File: config.mk
export PLATFORM = sky130hd
export DESIGN_NAME = deferred_check_array
export DESIGN_NICKNAME = d
export VERILOG_FILES = /design/src/rtl/deferred_check_pkg.sv /design/src/rtl/deferred_check_ch.sv /design/src/rtl/deferred_check_array.sv
export SDC_FILE = /design/constraint.sdc
export NUM_CORES = 1
export LEC_CHECK = 0
export ABC_AREA = 1
export CAP_MARGIN = 20
export CORE_MARGIN = 2
export CORE_UTILIZATION = 55
export DETAILED_ROUTE_END_ITERATION = 8
export GPL_ROUTABILITY_DRIVEN = 0
export MAX_ROUTING_LAYER = met4
export PLACE_DENSITY = 0.94
export SETUP_SLACK_MARGIN = 0.1
export SYNTH_ARGS = -nofsm -noshare
export SYNTH_HDL_FRONTEND = slang
export SYNTH_SLANG_ARGS = --single-unit
File: constraint.sdc
create_clock -name clk -period 2.5 [get_ports clk]
set_input_delay 0.5 -clock clk [delete_from_list [all_inputs] [get_ports clk]]
set_output_delay 0.5 -clock clk [all_outputs]
set_load 0.005 [all_outputs]
File: src/rtl/deferred_check_pkg.sv
// Shared types and helpers for the deferred signal checker.
package deferred_check_pkg;

   typedef struct packed {
      logic match;
      logic fail;
   } verdict_t;

   // Index width for a channel count; never narrower than one bit.
   function automatic int unsigned ch_idx_w(input int unsigned n);
      return (n > 1) ? $clog2(n) : 1;
   endfunction

   // Saturating increment: holds at max rather than wrapping.
   function automatic logic [31:0] sat_inc(input logic [31:0] val, input logic [31:0] max,
                                           input logic inc);
      return (inc && (val != max)) ? val + 32'd1 : val;
   endfunction

endpackage

File: src/rtl/deferred_check_ch.sv
// One checker channel: input sampling, stability count, verdict, sticky flag and fail counter.
// The optional don't-care mask is enabled by DEFERRED_CHECK_MASK_EN.
module deferred_check_ch
   import deferred_check_pkg::*;
#(
   parameter int unsigned WIDTH  = 8,
   parameter int unsigned SETTLE = 2,
   parameter int unsigned CNT_W  = 8
) (
   input  logic             clk,
   input  logic             rst_n,
   input  logic             en,
   input  logic [WIDTH-1:0] sig_in,
   input  logic [WIDTH-1:0] exp_in,
`ifdef DEFERRED_CHECK_MASK_EN
   input  logic [WIDTH-1:0] mask_in,
`endif
   input  logic             clr,
   output logic             match,
   output logic             fail,
   output logic             fail_sticky,
   output logic [CNT_W-1:0] fail_cnt
);

   localparam int unsigned         STAB_W   = (SETTLE > 0) ? $clog2(SETTLE + 1) : 1;
   localparam logic [STAB_W-1:0]   STAB_MAX = STAB_W'(SETTLE);
   localparam logic [31:0]         CNT_MAX  = 32'({CNT_W{1'b1}});

   logic [WIDTH-1:0]  smp_q, exp_q;
   logic              en_q;
   logic [STAB_W-1:0] stab_q, stab_d;
   verdict_t          verdict_q, verdict_d;
   logic              sticky_q, sticky_d;
   logic [CNT_W-1:0]  cnt_q, cnt_d;
   logic              eval, hit;
`ifdef DEFERRED_CHECK_MASK_EN
   logic [WIDTH-1:0]  mask_q;
`endif

   always_comb begin
      stab_d = '0;
      if (sig_in == smp_q) begin
         stab_d = (stab_q == STAB_MAX) ? stab_q : stab_q + STAB_W'(1);
      end
      eval = en_q && (stab_q == STAB_MAX);
`ifdef DEFERRED_CHECK_MASK_EN
      // Mask only relaxes the compare; stability still watches every bit.
      hit = ((smp_q ^ exp_q) & ~mask_q) == '0;
`else
      hit = (smp_q == exp_q);
`endif
      verdict_d.match = eval && hit;
      verdict_d.fail  = eval && !hit;
      // A fail arriving with clr is recorded rather than lost.
      sticky_d = clr ? verdict_q.fail : (sticky_q | verdict_q.fail);
      cnt_d    = clr ? CNT_W'(verdict_q.fail)
                     : CNT_W'(sat_inc(32'(cnt_q), CNT_MAX, verdict_q.fail));
   end

   always_ff @(posedge clk) begin
      if (!rst_n) begin
         smp_q     <= '0;
         exp_q     <= '0;
         en_q      <= 1'b0;
         stab_q    <= '0;
         verdict_q <= '0;
         sticky_q  <= 1'b0;
         cnt_q     <= '0;
`ifdef DEFERRED_CHECK_MASK_EN
         mask_q    <= '0;
`endif
      end else begin
         smp_q     <= sig_in;
         exp_q     <= exp_in;
         en_q      <= en;
         stab_q    <= stab_d;
         verdict_q <= verdict_d;
         sticky_q  <= sticky_d;
         cnt_q     <= cnt_d;
`ifdef DEFERRED_CHECK_MASK_EN
         mask_q    <= mask_in;
`endif
      end
   end

   assign match       = verdict_q.match;
   assign fail        = verdict_q.fail;
   assign fail_sticky = sticky_q;
   assign fail_cnt    = cnt_q;

endmodule

File: src/rtl/deferred_check_array.sv
// Multi-channel deferred signal checker with first-failing-channel capture.
// Define DEFERRED_CHECK_MASK_EN to add the per-bit don't-care mask input.
module deferred_check_array
   import deferred_check_pkg::*;
#(
   parameter int unsigned NUM_CH = 4,
   parameter int unsigned WIDTH  = 8,
   parameter int unsigned SETTLE = 2,
   parameter int unsigned CNT_W  = 8
) (
   input  logic                          clk,
   input  logic                          rst_n,
   input  logic [NUM_CH-1:0]             en,
   input  logic [NUM_CH*WIDTH-1:0]       sig_in,
   input  logic [NUM_CH*WIDTH-1:0]       exp_in,
`ifdef DEFERRED_CHECK_MASK_EN
   input  logic [NUM_CH*WIDTH-1:0]       mask_in,
`endif
   input  logic                          clr,
   output logic [NUM_CH-1:0]             match,
   output logic [NUM_CH-1:0]             fail,
   output logic [NUM_CH-1:0]             fail_sticky,
   output logic [NUM_CH*CNT_W-1:0]       fail_cnt,
   output logic                          first_fail_vld,
   output logic [ch_idx_w(NUM_CH)-1:0]   first_fail_ch
);

   localparam int unsigned CH_W = ch_idx_w(NUM_CH);

   logic [CH_W-1:0] low_idx;

   for (genvar i = 0; i < NUM_CH; i++) begin : g_ch
      deferred_check_ch #(
         .WIDTH  (WIDTH),
         .SETTLE (SETTLE),
         .CNT_W  (CNT_W)
      ) u_ch (
         .clk         (clk),
         .rst_n       (rst_n),
         .en          (en[i]),
         .sig_in      (sig_in[i*WIDTH +: WIDTH]),
         .exp_in      (exp_in[i*WIDTH +: WIDTH]),
`ifdef DEFERRED_CHECK_MASK_EN
         .mask_in     (mask_in[i*WIDTH +: WIDTH]),
`endif
         .clr         (clr),
         .match       (match[i]),
         .fail        (fail[i]),
         .fail_sticky (fail_sticky[i]),
         .fail_cnt    (fail_cnt[i*CNT_W +: CNT_W])
      );
   end

   // Lowest failing index wins; zero when nothing fails.
   always_comb begin
      low_idx = '0;
      for (int i = int'(NUM_CH) - 1; i >= 0; i--) begin
         if (fail[i]) low_idx = CH_W'(i);
      end
   end

   always_ff @(posedge clk) begin
      if (!rst_n) begin
         first_fail_vld <= 1'b0;
         first_fail_ch  <= '0;
      end else if (clr || !first_fail_vld) begin
         first_fail_vld <= |fail;
         first_fail_ch  <= low_idx;
      end
   end

endmodule

Fig. 1: register map, names as in the netlist
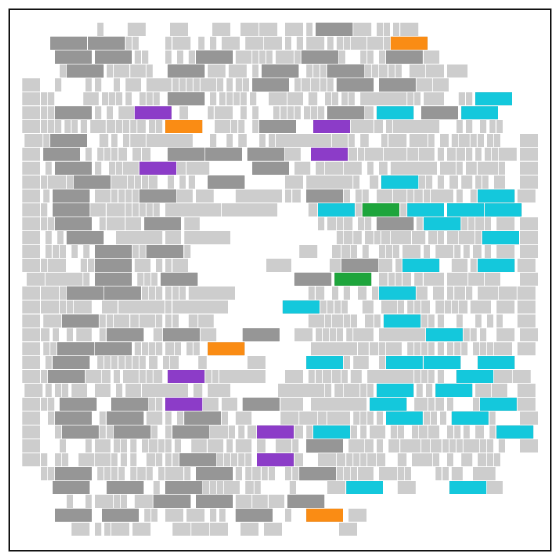
legend:
  cyan:
    name_in_the_netlist: g_ch.u_ch.fail_cnt
    placed_flops: 32
  orange:
    name_in_the_netlist: g_ch.u_ch.match
    placed_flops: 4
  green:
    name_in_the_netlist: first_fail_ch
    placed_flops: 2
  purple:
    name_in_the_netlist: g_ch.u_ch.stab_q
    placed_flops: 8
not coloured: 77

Fig. 2: close-up of the layout
Bar = 20 um. Region (1, 1) to (51, 51) um. Cells in grey, sequential cells in the stronger grey; small squares are vias.
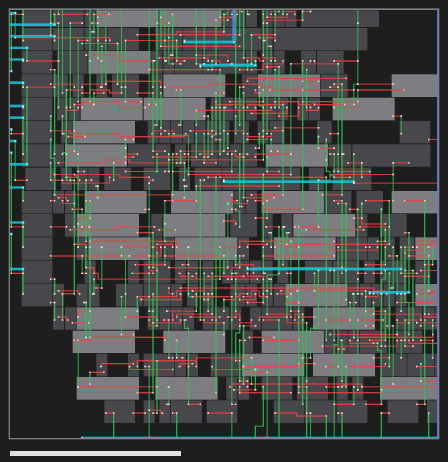
legend:
  cyan:
    layer: met3
  green:
    layer: met2
  blue:
    layer: met4
  red:
    layer: met1
most frequent: nand2_1 (48), inv_1 (42), dfxtp_1 (33)
netlist names of flops here include: g_ch.u_ch.exp_q (14), g_ch.u_ch.smp_q (13), g_ch.u_ch.en_q (2)
sequential cells in the window: 33
cells with their middle in the window: 226

Fig. 3: placement by cell class
Fill, decap, tap and diode cells in grey.
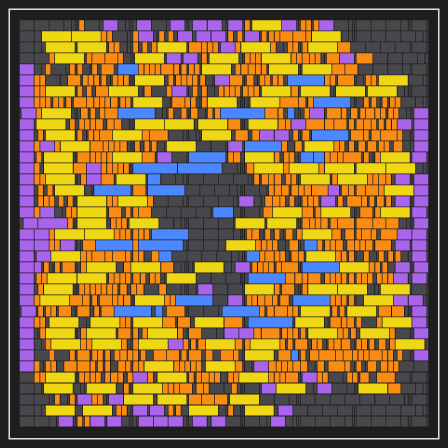
legend:
  orange:
    class: all other logic
    cells: 639
    share_of_their_area: 42%
  yellow:
    class: flip-flops
    cells: 123
    share_of_their_area: 33%
  blue:
    class: clock drivers and dummy loads
    cells: 32
    share_of_their_area: 8.7%
  purple:
    class: other buffers and delay cells
    cells: 119
    share_of_their_area: 16%

Fig. 4: placement view
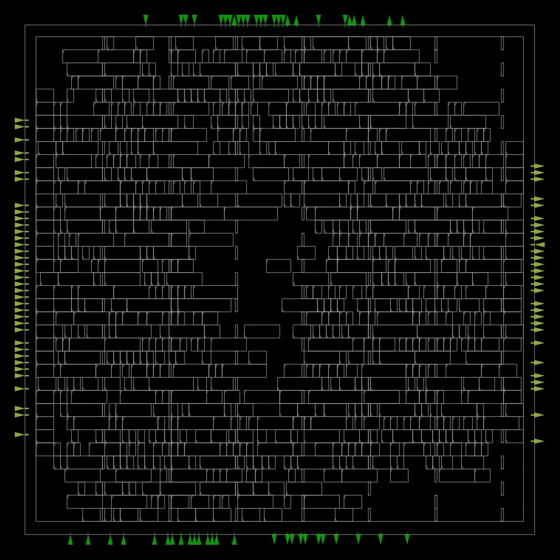
inserted tap cell count: 136
flop share of the area: 32.7%
CORE AREA: 0.0102 mm^2
Layout Cells excl Fill: 1,049
number of fill cells: 710

Fig. 5: routed metal per tile
Bar = 20 um. The die is cut into 21 by 21 equal tiles; black is low, pale yellow is high, scaled to the fullest tile. Values are wire area over tile area, all layers added.
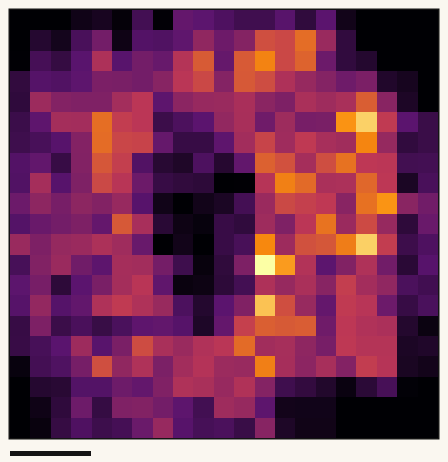
fullest tile: 0.57
nearly empty tiles: 9.1%
mean over tiles: 0.17
tiles over half the peak: 15%
densest ninth of the die: right middle

==> results.rst <==
Synthesis and place-and-route
=============================

.. list-table::
   :header-rows: 1

   * - Metric
     - Value
   * - Max Slew Vio Count
     - 0
   * - Fraction of final layout cells sized beyond drive strength 1
     - under 10%
   * - Slew of the pin with the lowest slew margin
     - roughly 0.6 ns
   * - Clock edge transition at the registers on the reported setup and hold paths
     - around 0.06 ns
   * - Setup_tns
     - 0 ns
   * - Portion of netlist area occupied by mux cells
     - 0%
   * - Worst setup path category
     - flip-flop to primary output
   * - Rows
     - 37
   * - Crit path required time
     - approximately 2.0 ns
   * - Status
     - finished clean
   * - Final period demand of the worst path
     - ~2.2 ns
   * - Vias
     - about 5,000
   * - Cell at the slowest stage of the critical path
     - sky130_fd_sc_hd__clkdlybuf4s50_1
   * - Ys async rst share
     - 0%
   * - Summed area of non-filler cells in the final layout
     - 0.00754 mm^2
   * - Number of cells after detailed placement
     - 1,017
   * - Post-layout nets
     - about 980
   * - Clk sinks
     - 123
   * - Global-route congestion overflow total
     - 0
   * - TritonCTS clock tree
     - yes
   * - Warning total across the stage logs
     - 26
   * - Die height
     - ~110 um
   * - Length of the first detailed-routing pass in iterations
     - 5
   * - Total setup buffers inserted after CTS
     - 0
   * - Primary FF master, synth
     - sky130_fd_sc_hd__dfxtp_1
   * - Final total power
     - 5.08 mW
   * - Cell count after synthesis
     - about 790
   * - Arrival time of the worst setup path
     - roughly 1.7 ns
   * - Area growth, synth to finish
     - 32.3%
   * - XOR/XNOR share of the synthesized area
     - about a tenth
   * - Total of buffers placed on input and output ports
     - approximately 120
power by group:
part | switching, mW | internal, mW
registers | 0.0444 | 2.02
logic | 0.181 | 0.202
clock network | 0.883 | 1.75
total | 1.11 | 3.98
cell families (layout without fill, tap and decap cells):
| kind of cell | Yosys count | after routing |
|---|---|---|
| AND-OR/OR-AND | 44 | 44 |
| buffers and inverters | 169 | 293 |
| flip-flops | 123 | 123 |
| AND/OR/NAND/NOR | 381 | 381 |
| adder cells (fa/ha/maj) | 8 | 8 |
| XOR/XNOR | 64 | 64 |
final timing paths:
| kind | start | end | slack [ns] | cells past startpoint |
|---|---|---|---|---|
| worst max-delay path | g_ch[0].u_ch.fail$_SDFF_PN0_ | fail[0] | 0.32 | 1 |
| worst min-delay path | rst_n | g_ch[1].u_ch.fail_sticky$_SDFF_PN0_ | 0.38 | 3 |
| worst max register to register | g_ch[1].u_ch.fail_cnt[0]$_SDFFE_PN0P_ | g_ch[1].u_ch.fail_cnt[2]$_SDFFE_PP0P_ | 1.04 | 8 |
| worst min register to register | g_ch[2].u_ch.en_q$_SDFF_PN0_ | g_ch[2].u_ch.match$_SDFF_PN0_ | 0.47 | 2 |
per-stage QoR:
step	hold WS, ns	util (%)
floorplan	0.429	-
global placement	0.454	67.7
detailed placement	0.464	67.7
CTS	0.369	74.0
global route	0.385	74.0
finish	0.383	74.0
placed cells by master, fill, tap and decap left out, types with 16 or more instances in the layout:
| cell | count |
|---|---|
| sky130_fd_sc_hd__xnor2_1 | 25 |
| sky130_fd_sc_hd__a21oi_1 | 16 |
| sky130_fd_sc_hd__clkbuf_16 | 16 |
| sky130_fd_sc_hd__nand3_1 | 35 |
| sky130_fd_sc_hd__dfxtp_1 | 123 |
| sky130_fd_sc_hd__nand2_1 | 198 |
| sky130_fd_sc_hd__clkdlybuf4s50_1 | 116 |
| sky130_fd_sc_hd__nor2_1 | 108 |
| sky130_fd_sc_hd__inv_1 | 135 |
| sky130_fd_sc_hd__xor2_1 | 39 |
routing by layer:
layer	track usage (%)	wire, um	up-vias
met3	5.13	570	22
met1	25.9	5180	2225
met5	-	0	-
met2	40.8	6150	145
li1	-	-	2571
met4	10.3	286	0
final cells by class:
class / count / area (um^2) / area share [%]
clock buffer: 18 / 428 / 5.68
timing repair buffer: 119 / 1190 / 15.8
multi-input combinational: 497 / 2530 / 33.6
tap: 136 / 170 / 2.26
sequential: 123 / 2460 / 32.7
inverter: 142 / 533 / 7.07
clock inverter: 14 / 216 / 2.87
flip-flops by register name, summed over array words and instances (netlist names):
| signal | count |
|---|---|
| first_fail_ch | 2 |
| first_fail_vld | 1 |
| g_ch.u_ch.smp_q | 32 |
| g_ch.u_ch.fail_sticky | 4 |
| g_ch.u_ch.match | 4 |
| g_ch.u_ch.fail | 4 |
| g_ch.u_ch.stab_q | 8 |
| g_ch.u_ch.fail_cnt | 32 |
| g_ch.u_ch.en_q | 4 |
| g_ch.u_ch.exp_q | 32 |
Power figures rest on the tool's default switching activity, not on a simulated workload.
